Figure 1. Metal layers overlaid (run 1).
Only two layers are drawn.
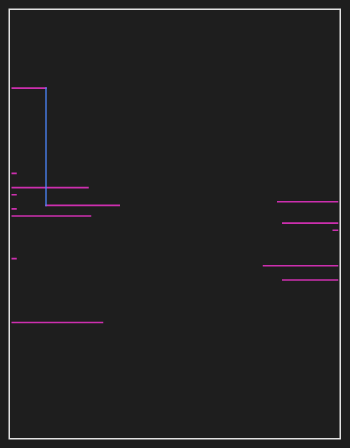
Figure 2. Signal wires on met2 (run 1).
Cells faint in the background.
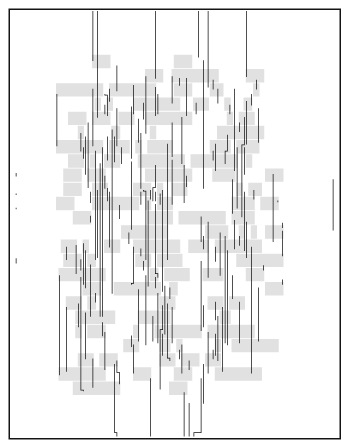
Figure 3. M1 wires (run 1).
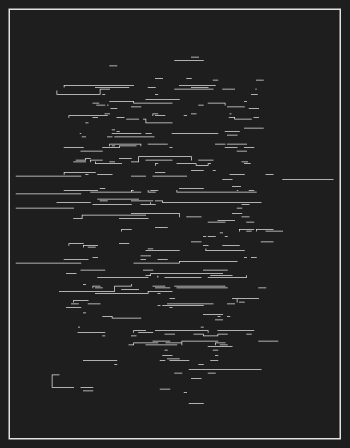
Figure 4. The clock network (run 1).
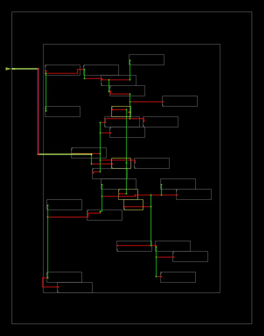
<file path="config.mk">
export PLATFORM = sky130hd
export DESIGN_NAME = call_responder
export DESIGN_NICKNAME = d
export VERILOG_FILES = /design/src/rtl/call_pkg.sv /design/src/rtl/sync_ff.sv /design/src/rtl/call_responder.sv
export SDC_FILE = /design/constraint.sdc
export NUM_CORES = 1
export LEC_CHECK = 0
export CELL_PAD_IN_SITES_DETAIL_PLACEMENT = 1
export CELL_PAD_IN_SITES_GLOBAL_PLACEMENT = 1
export CORE_ASPECT_RATIO = 1.4
export CORE_MARGIN = 8
export CORE_UTILIZATION = 34
export CTS_BUF_LIST = sky130_fd_sc_hd__clkbuf_8 sky130_fd_sc_hd__clkbuf_16
export CTS_CLUSTER_DIAMETER = 30
export DETAILED_ROUTE_END_ITERATION = 12
export GPL_TIMING_DRIVEN = 0
export PLACE_DENSITY_LB_ADDON = 0.08
export SYNTH_ARGS = -nofsm -noshare
export SYNTH_HDL_FRONTEND = slang
export SYNTH_SLANG_ARGS = --single-unit
</file>
<file path="constraint.sdc">
create_clock -name clk -period 1.6 [get_ports clk]
set_input_delay 0.16 -clock clk [delete_from_list [all_inputs] [get_ports clk]]
set_output_delay 0.16 -clock clk [all_outputs]
set_load 0.005 [all_outputs]
</file>
<file path="src/rtl/call_pkg.sv">
// Shared types and limits for the clocked call-channel responder blocks.
package call_pkg;

   typedef enum logic [1:0] {IDLE, START, WAIT, ACK} state_e;

   localparam int SYNC_MIN    = 2;
   localparam int SYNC_MAX    = 4;
   localparam int ACK_DLY_MIN = 1;
   localparam int ACK_DLY_MAX = 255;
   localparam int ACK_CNT_W   = 8;

endpackage

</file>
<file path="src/rtl/sync_ff.sv">
// N-stage single-bit synchroniser for an asynchronous level/transition input.
module sync_ff #(
   parameter int N = 2
) (
   input  logic clk,
   input  logic rst,
   input  logic din,
   output logic dout
);

   logic [N-1:0] sync_q;

   always_ff @(posedge clk or posedge rst) begin
      if (rst) begin
         sync_q <= '0;
      end else begin
         sync_q <= {sync_q[N-2:0], din};
      end
   end

   assign dout = sync_q[N-1];

endmodule

</file>
<file path="src/rtl/call_responder.sv">
// Clocked server end of a 2-phase request/acknowledge channel: synchronises r,
// runs one service operation per request and toggles d when it completes.
module call_responder
   import call_pkg::*;
#(
   parameter int SYNC_STAGES = 2,
   parameter int AUTO_ACK    = 0,
   parameter int ACK_DLY     = 4,
   parameter int CNT_W       = 16
) (
   input  logic             clk,
   input  logic             rst,
   input  logic             r,
   output logic             d,
   output logic             srv_start,
   input  logic             srv_done,
   output logic             busy,
   output logic [CNT_W-1:0] txn_count,
   output logic             proto_err
);

   if (SYNC_STAGES < SYNC_MIN || SYNC_STAGES > SYNC_MAX) begin : g_bad_sync
      $error("call_responder: SYNC_STAGES out of range");
   end
   if (ACK_DLY < ACK_DLY_MIN || ACK_DLY > ACK_DLY_MAX) begin : g_bad_dly
      $error("call_responder: ACK_DLY out of range");
   end

   logic                 r_s;
   logic                 pend;
   state_e               state_q, state_d;
   logic                 d_q, d_d;
   logic                 start_q, start_d;
   logic                 busy_q, busy_d;
   logic                 err_q, err_d;
   logic [ACK_CNT_W-1:0] cnt_q, cnt_d;
   logic [CNT_W-1:0]     txn_q, txn_d;

   sync_ff #(.N(SYNC_STAGES)) u_sync_r (
      .clk  (clk),
      .rst  (rst),
      .din  (r),
      .dout (r_s)
   );

   assign pend = r_s ^ d_q;

   always_comb begin
      state_d = state_q;
      d_d     = d_q;
      start_d = 1'b0;
      busy_d  = busy_q;
      err_d   = err_q;
      cnt_d   = cnt_q;
      txn_d   = txn_q;
      case (state_q)
         IDLE: begin
            if (pend) state_d = START;
         end
         START: begin
            start_d = 1'b1;
            busy_d  = 1'b1;
            cnt_d   = ACK_CNT_W'(ACK_DLY);
            state_d = WAIT;
         end
         WAIT: begin
            if (AUTO_ACK != 0) begin
               // Counter reaches zero ACK_DLY cycles after loading, then one more cycle to ACK.
               if (cnt_q == '0) state_d = ACK;
               else             cnt_d   = cnt_q - ACK_CNT_W'(1);
            end else if (srv_done) begin
               state_d = ACK;
            end
         end
         ACK: begin
            d_d     = ~d_q;
            txn_d   = txn_q + CNT_W'(1);
            busy_d  = 1'b0;
            state_d = IDLE;
         end
         default: state_d = IDLE;
      endcase
      // A second r toggle before acknowledge makes r_s equal d while a request is in flight.
      if (state_q != IDLE && !pend) err_d = 1'b1;
   end

   always_ff @(posedge clk or posedge rst) begin
      if (rst) begin
         state_q <= IDLE;
         d_q     <= 1'b0;
         start_q <= 1'b0;
         busy_q  <= 1'b0;
         err_q   <= 1'b0;
         cnt_q   <= '0;
         txn_q   <= '0;
      end else begin
         state_q <= state_d;
         d_q     <= d_d;
         start_q <= start_d;
         busy_q  <= busy_d;
         err_q   <= err_d;
         cnt_q   <= cnt_d;
         txn_q   <= txn_d;
      end
   end

   assign d         = d_q;
   assign srv_start = start_q;
   assign busy      = busy_q;
   assign txn_count = txn_q;
   assign proto_err = err_q;

endmodule

</file>
==> ci_impl_report.md, run 1 <==
### Flow metrics

| Metric | Value |
|---|---|
| Status | completed |
| Fill count | 335 |
| Hold_buf cts | 0 |
| Worst hold stages | 1 |
| Crit. End Element | flop |
| Max Freq | 674 MHz |
| Die H | 81.9 um |
| Nets | 124 |
| Fp util | 0.348 |
| Setup ws final | 116 ps |
| Main flop type | dfrtp_1 |
| Max-slew violations | 0 |
| Unique masters post-synth | 21 |
| Grt ovf | 0 |
| Initial DRC count | 5 |
| Vias per cell | 4.62 |
| Post-route ant nets | 0 |
| Finish-stage setup viols | 0 |
| Ys flops | 24 |
| Synth area leader | dfrtp_1 |
| Ys Warns | 0 |
| FF-to-FF path depth | 5 |
| Die Width | 63.1 um |
| Rel. slew slack | 0.400 |
| Core region area | 0.00303 mm2 |
| TritonCTS Sinks | 24 |
Back to the opening pictures, Figure 1:
M4: shown in blue, wire length 22.4 um. M3: shown in magenta, wire length 117 um.
gr usage total: 0.0921
final wirelength: 2180 um
routed len/inst: 14.2 um
vias: 707

Back to the opening pictures, Figure 2:
The longest straight run is 32.3 um. The wires run mostly vertical.
GR met2 Demand/Resource: 0.164

Back to the opening pictures, Figure 3:
The layer holds 40% of the routed length. The layer carries 865 um of wire. The longest straight run is 18.9 um. 107 nets have wire on it. The wires run mostly horizontal.
GR Util met1: 0.0953

Back to the opening pictures, Figure 4:
Insertion Delay late pin: 260 ps
Clock Skew: 2.52 ps
seq_cells: 24
total of clock buffers placed in the layout: 4

## run 1: routing by layer
layer / up-vias / routed length [um] / global-route usage
met3: 2 / 117 / 0.0300
met4: 0 / 22 / 0.0481
met2: 13 / 1170 / 0.164
li1: 330 / - / -
met5: - / 0 / 0
met1: 362 / 864 / 0.0953
## run 1: timing repair
| action | in CTS | in global routing |
|---|---|---|
| endpoints found under the setup margin | 4 | 1 |
| hold endpoints to repair | 0 | 0 |
| resized | 4 | 1 |
## run 1: critical path, cell delays in order, from the launching register on
cell     delay (ps)
dfrtp_1         410
ha_1            160
buf_4           160
nand3_1         230
nor3_1          290
xnor2_1         150
## run 1: worst max-delay path by stage
| stage | depth (start not counted) | endpoint | startpoint | slack (ps) |
|---|---|---|---|---|
| after floorplan | 6 | txn_count[15] | state_q[0] | 140 |
| after global placement | 6 | txn_count[15] | state_q[0] | -110 |
| after detailed placement | 6 | txn_count[15] | state_q[0] | -130 |
| after CTS | 6 | txn_count[15] | state_q[0] | 50 |
| after global routing | 5 | txn_count[14] | state_q[0] | 4 |
| final | 5 | txn_count[10] | state_q[0] | 120 |
## run 1: where the power goes
part	total (mW)	internal (mW)	switching, mW
clock network	0.402	0.219	0.183
registers	0.884	0.743	0.141
logic	0.614	0.370	0.243
total	1.90	1.33	0.567
## run 1: final cells by class
class | count | share of cell area
clock buffer | 4 | 0.0390
tap | 39 | 0.0346
multi-input combinational | 53 | 0.308
buffer | 1 | 0.00532
timing repair buffer | 23 | 0.163
inverter | 9 | 0.0240
sequential | 24 | 0.426
## run 1: stage by stage
step | hold slack (ps) | cell area [um2]
floorplan | 175 | 1060
global placement | 333 | 1340
detailed placement | 342 | 1340
CTS | 331 | 1400
global route | 326 | 1410
finish | 335 | 1410
## run 1: cells by family (layout without fill, tap and decap cells)
kind of cell	Yosys count	in the layout	share of synthesized area
simple gates	26	26	0.153
flops	24	24	0.569
xor+xnor	17	17	0.141
buf+inv	10	37	0.0367
fa+ha+maj	5	5	0.0592
compound gates	3	3	0.0201
mux	2	2	0.0213
## run 1: sequential cells by signal (all words and copies together), names as in the netlist
signal / flops
srv_start: 1
u_sync_r.sync_q: 2
txn_count: 16
state_q: 2
proto_err: 1
d: 1
busy: 1
## run 1: layout by cell type (no fill, tap or decap), drive strengths merged, types with 2 or more instances in the layout
cell	n
xnor2	10
nand2	5
clkbuf	4
mux2	2
nand3	5
xor2	7
and3	2
nor3	4
dfrtp	24
inv	9
clkdlybuf4s50	23
nor2	6
ha	5
==> inputs of run 2 (changes only) <==
--- a/config.mk
+++ b/config.mk
@@ -15,6 +15,7 @@
 export DETAILED_ROUTE_END_ITERATION = 12
 export GPL_TIMING_DRIVEN = 0
 export PLACE_DENSITY_LB_ADDON = 0.08
+export RECOVER_POWER = 100
 export SYNTH_ARGS = -nofsm -noshare
 export SYNTH_HDL_FRONTEND = slang
 export SYNTH_SLANG_ARGS = --single-unit
==> run 2 against run 1 <==
- cell count stayed put
- global-route usage unchanged
- non-clock buffer count did not move
- critical path type is now flop to output port
- critical endpoint is now txn_count[6]
- highest routed layer unchanged
==> ci_impl_report.md, run 2 <==
### Flow metrics

| Metric | Value |
|---|---|
| Met2 wire length | 1170 um (-0.34%) |
| Nets | 124 (unchanged) |
| Clock group share of total power | 0.217 (+0.005) |
| Top cells excl fill/tap | 24 x dfrtp_1, 22 x dlygate4sd3_1, 10 x xnor2_1 |
| Post-route ant nets | 0 (unchanged) |
| Finish-stage setup viols | 0 (unchanged) |
| CP bufs+invs | 1 (unchanged) |
| Fp util | 0.348 (unchanged) |
| Gr usage total | 0.0921 (unchanged) |
| Crit-path slowest cell | dlygate4sd3_1 |
| Clock Skew | 2.26 ps (-0.255 ps) |
| Top cell excl fill/tap | dfrtp_1 |
| Vias per cell | 4.64 (+0.42%) |
| Max Used Layer | met4 |
| Status | completed |
| Top logic family | simple AND/OR/NAND/NOR gates |
| Routed len/inst | 14.2 um (-0.32%) |
| Internal power | 1.29 mW (-2.9%) |
| Max-slew violations | 0 (unchanged) |
| Main flop type | dfrtp_1 |
| Net Sw Power | 0.562 mW (-0.93%) |
| Grt ovf | 0 (unchanged) |
| Fill count | 336 (+0.30%) |
| Initial DRC count | 9 (+4) |
| Ao+oa area frac | 0.0201 (unchanged) |
| Synth area leader | dfrtp_1 |
| Max Freq | 676 MHz (+0.32%) |
| Mux frac, synth | 0.0213 (unchanged) |
| Die H | 81.9 um (unchanged) |
-- run 2: cell families (layout without fill, tap and decap cells) --
kind of cell | after synthesis | in the layout
AND/OR/NAND/NOR | 26 | 26
flip-flops | 24 | 24
XOR/XNOR | 17 | 17
buffers and inverters | 10 | 37
adder cells (fa/ha/maj) | 5 | 5
AND-OR/OR-AND | 3 | 3
multiplexers | 2 | 2
-- run 2: power groups by stage --
stage | Sequential [mW] | Combinational [mW] | Clock (mW)
2_1_floorplan | 0.876 | 0.316 | 0
3_3_place_gp | 0.884 | 0.592 | 0
3_5_place_dp | 0.900 | 0.616 | 0
4_1_cts | 0.890 | 0.634 | 0.423
5_1_grt | 0.903 | 0.652 | 0.453
6_report | 0.879 | 0.575 | 0.402
-- run 2: final cells by class --
| cell class | count | area, um2 | area share |
|---|---|---|---|
| multi-input combinational | 53 | 429 | 0.305 |
| sequential | 24 | 601 | 0.427 |
| tap | 39 | 48.8 | 0.0347 |
| timing repair buffer | 23 | 230 | 0.164 |
| buffer | 1 | 7.51 | 0.00534 |
| clock buffer | 4 | 55.1 | 0.0392 |
| inverter | 9 | 33.8 | 0.0240 |
-- run 2: layer usage --
layer  up-vias  GRT usage
met4         0     0.0481
li1        330          -
met1       365     0.0953
met2        13      0.164
met5         -          0
met3         2     0.0300
-- run 2: path summary, 6_finish.rpt --
| check | slack, ps | cells past startpoint | end |
|---|---|---|---|
| hold reg to reg | 360 | 0 | u_sync_r.sync_q[1] |
| hold / removal | 360 | 0 | u_sync_r.sync_q[1] |
| max in group asynchronous | 510 | 2 | busy |
| setup reg to reg | 130 | 6 | txn_count[15] |
| min in group asynchronous | 530 | 2 | txn_count[11] |
| setup / recovery | 120 | 1 | txn_count[6] |
-- run 2: stage by stage --
step | setup TNS [ps] | hold WS [ps]
final | 0 | 360
after global routing | 0 | 387
after CTS | 0 | 331
after detailed placement | -393 | 342
after global placement | -291 | 333
after floorplan | 0 | 175
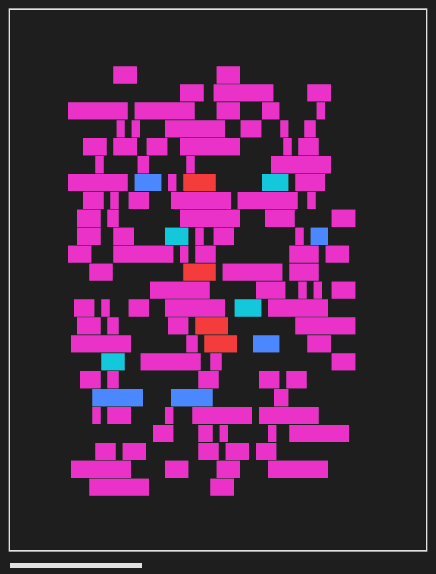
Figure 5: run 2, cell sizes after repair.
Scale bar: 20 um.
x3 and x4: shown in blue, cells 5, share 4.4%. x2: shown in cyan, cells 4, share 3.5%, most used mux2_2. x6 and larger: shown in red, cells 4, share 3.5%, most used clkbuf_8. x1 and smaller: shown in magenta, cells 101, share 89%, most used dfrtp_1.
cell area after layout: 0.00141 mm2
setup ws final: 121 ps
Signal buffers: 24

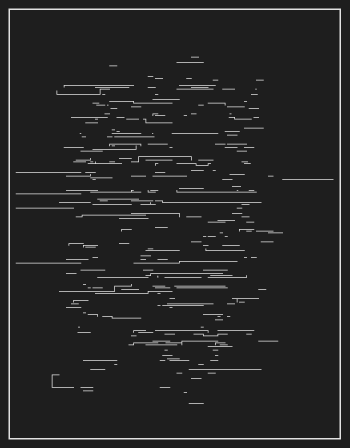
Figure 6: run 2, M1 wires.
final wirelength: 2170 um
vias: 710

==> inputs of run 3 (changes only) <==
--- a/config.mk
+++ b/config.mk
@@ -13,7 +13,6 @@
 export CTS_BUF_LIST = sky130_fd_sc_hd__clkbuf_8 sky130_fd_sc_hd__clkbuf_16
 export CTS_CLUSTER_DIAMETER = 30
 export DETAILED_ROUTE_END_ITERATION = 12
-export GPL_TIMING_DRIVEN = 0
 export PLACE_DENSITY_LB_ADDON = 0.08
 export RECOVER_POWER = 100
 export SYNTH_ARGS = -nofsm -noshare
==> run 3 against run 2 <==
- cell area is 1.9% higher
- largest cell class unchanged
- power is 9.6% higher
- critical endpoint is now txn_count[2]
- synthesized cell count stayed put
- first-iteration DRC count is 78% lower
- highest routed layer unchanged
- wire length is 6.1% higher
- largest power group unchanged
- worst hold slack better by 12 ps
- count of clock-buffer cells in the layout is 1 lower
==> ci_impl_report.md, run 3 <==
### Flow metrics

| Metric | Value |
|---|---|
| Status | completed |
| Synth area leader | dfrtp_1 |
| Max-slew violations | 0 (unchanged) |
| Clock Skew | 11.7 ps (+9.47 ps) |
| Clock group share of total power | 0.263 (+0.046) |
| Die Width | 63.1 um |
| Sw Share | 0.293 |
| Register-to-register setup slack | 110 ps (-20 ps) |
| Final wirelength | 2300 um (+6.1%) |
| Main flop type | dfrtp_1 |
| Syn nets | 96 |
| Initial DRC count | 2 (-7) |
| Grt ovf | 0 (unchanged) |
| Log Warnings | 29 |
| Max reg flops | 16 |
| CP bufs+invs | 2 (+1) |
| TritonCTS Sinks | 24 |
| Flip-flops with a built-in enable | 0 |
| Max Freq | 655 MHz (-3.1%) |
| Internal power | 1.44 mW (+11%) |
| Comb power frac | 0.310 |
| Net Sw Power | 0.597 mW (+6.2%) |
| Nets | 128 (+3.2%) |
| Vias per cell | 4.55 (-2.0%) |
| Core region area | 0.00303 mm2 |
| Crit-path slowest cell | dlygate4sd3_1 |
| Finish-stage setup viols | 0 (unchanged) |
| Fp util | 0.348 (unchanged) |
| Setup TNS | 0 ps (unchanged) |
| RSZ-0062 raised after global routing | false |
| Post-route ant nets | 0 (unchanged) |
| Crit. End Element | output port |
| Insertion Delay late pin | 270 ps |
| Crit Path Category | flop to output port |
| Top cell excl fill/tap | dfrtp_1 |
| Fill count | 346 (+3.0%) |
| Ys flops | 24 |
| Unique masters post-synth | 21 |
| Setup crit start | txn_count[2] |
| Top cells excl fill/tap | 24 x dfrtp_1, 21 x dlygate4sd3_1, 10 x xnor2_1 |
| Die H | 81.9 um (unchanged) |
-- run 3: cell counts after synthesis --
Identical to the previous run, type by type.
-- run 3: kinds of logic after synthesis --
| logic type | after synthesis | share of synthesized area |
|---|---|---|
| buf+inv | 10 | 0.0367 |
| fa+ha+maj | 5 | 0.0592 |
| mux | 2 | 0.0213 |
| flops | 24 | 0.569 |
| compound gates | 3 | 0.0201 |
| simple gates | 26 | 0.153 |
| xor+xnor | 17 | 0.141 |
-- run 3: area by class of cell --
class	count	area, um2	share of cell area
timing repair buffer	28	258	0.180
multi-input combinational	53	419	0.293
inverter	9	33.8	0.0236
sequential	24	601	0.420
clock inverter	1	30.0	0.0210
clock buffer	3	41.3	0.0288
tap	39	48.8	0.0341
-- run 3: final timing paths --
path,cells past startpoint,endpoint
worst min register to register,0,u_sync_r.sync_q[1]
min in group asynchronous,3,u_sync_r.sync_q[1]
max in group asynchronous,3,txn_count[15]
worst min-delay path,0,u_sync_r.sync_q[1]
worst max register to register,6,state_q[1]
worst max-delay path,2,txn_count[2]
-- run 3: through the flow --
stage | hold WS, ps | area [um2] | total power [mW] | utilization
6_report | 372 | 1430 | 2.03 | 0.472
5_1_grt | 391 | 1430 | 2.19 | 0.472
4_1_cts | 246 | 1440 | 2.10 | 0.475
3_5_place_dp | 353 | 1370 | 1.56 | 0.451
3_3_place_gp | 334 | 1370 | 1.52 | 0.451
2_1_floorplan | 175 | 1060 | 1.19 | -
-- run 3: what timing repair did --
action / CTS / global route
gates resized: 1 / 3
buffers inserted: 0 / 0
endpoints found under the setup margin: 2 / 6
-- run 3: layer usage --
layer	GRT usage	share of wire	up-vias
li1	-	-	341
met1	0.108	0.41	358
met2	0.175	0.53	13
met3	0.0273	0.047	2
met4	0.0481	0.012	0
met5	0	0	-
-- run 3: power groups by stage --
stage | combinational [mW] | sequential (mW) | clock (mW)
6_report | 0.631 | 0.868 | 0.535
4_1_cts | 0.688 | 0.867 | 0.542
3_5_place_dp | 0.681 | 0.878 | 0
5_1_grt | 0.730 | 0.893 | 0.566
3_3_place_gp | 0.654 | 0.869 | 0
2_1_floorplan | 0.316 | 0.876 | 0
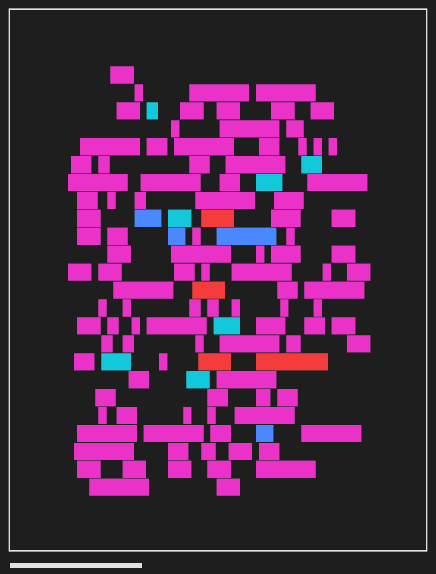
Figure 7: run 3, cell sizes after repair.
Scale bar: 20 um.
x2: shown in cyan, cells 7, share 5.9%. x6 and larger: shown in red, cells 4, share 3.4%, most used clkbuf_8. x1 and smaller: shown in magenta, cells 103, share 87%, most used dfrtp_1. x3 and x4: shown in blue, cells 4, share 3.4%, most used buf_4.
cell area after layout: 0.00143 mm2
Signal buffers: 28
synthesis-to-layout area growth: 35.5%
setup ws final: 72.9 ps

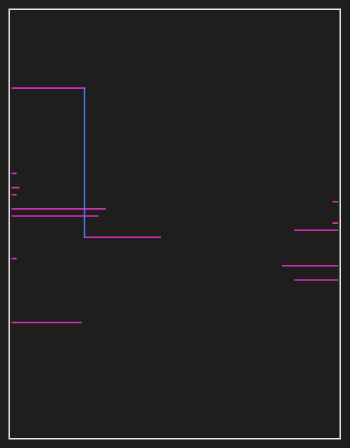
Figure 8: run 3, metal layers overlaid.
Only two layers are drawn.
M4: shown in blue, wire length 28.6 um. M3: shown in magenta, wire length 107 um.
routed len/inst: 14.7 um
gr usage total: 0.0989
vias: 714

Power and IR drop assume default switching activity.
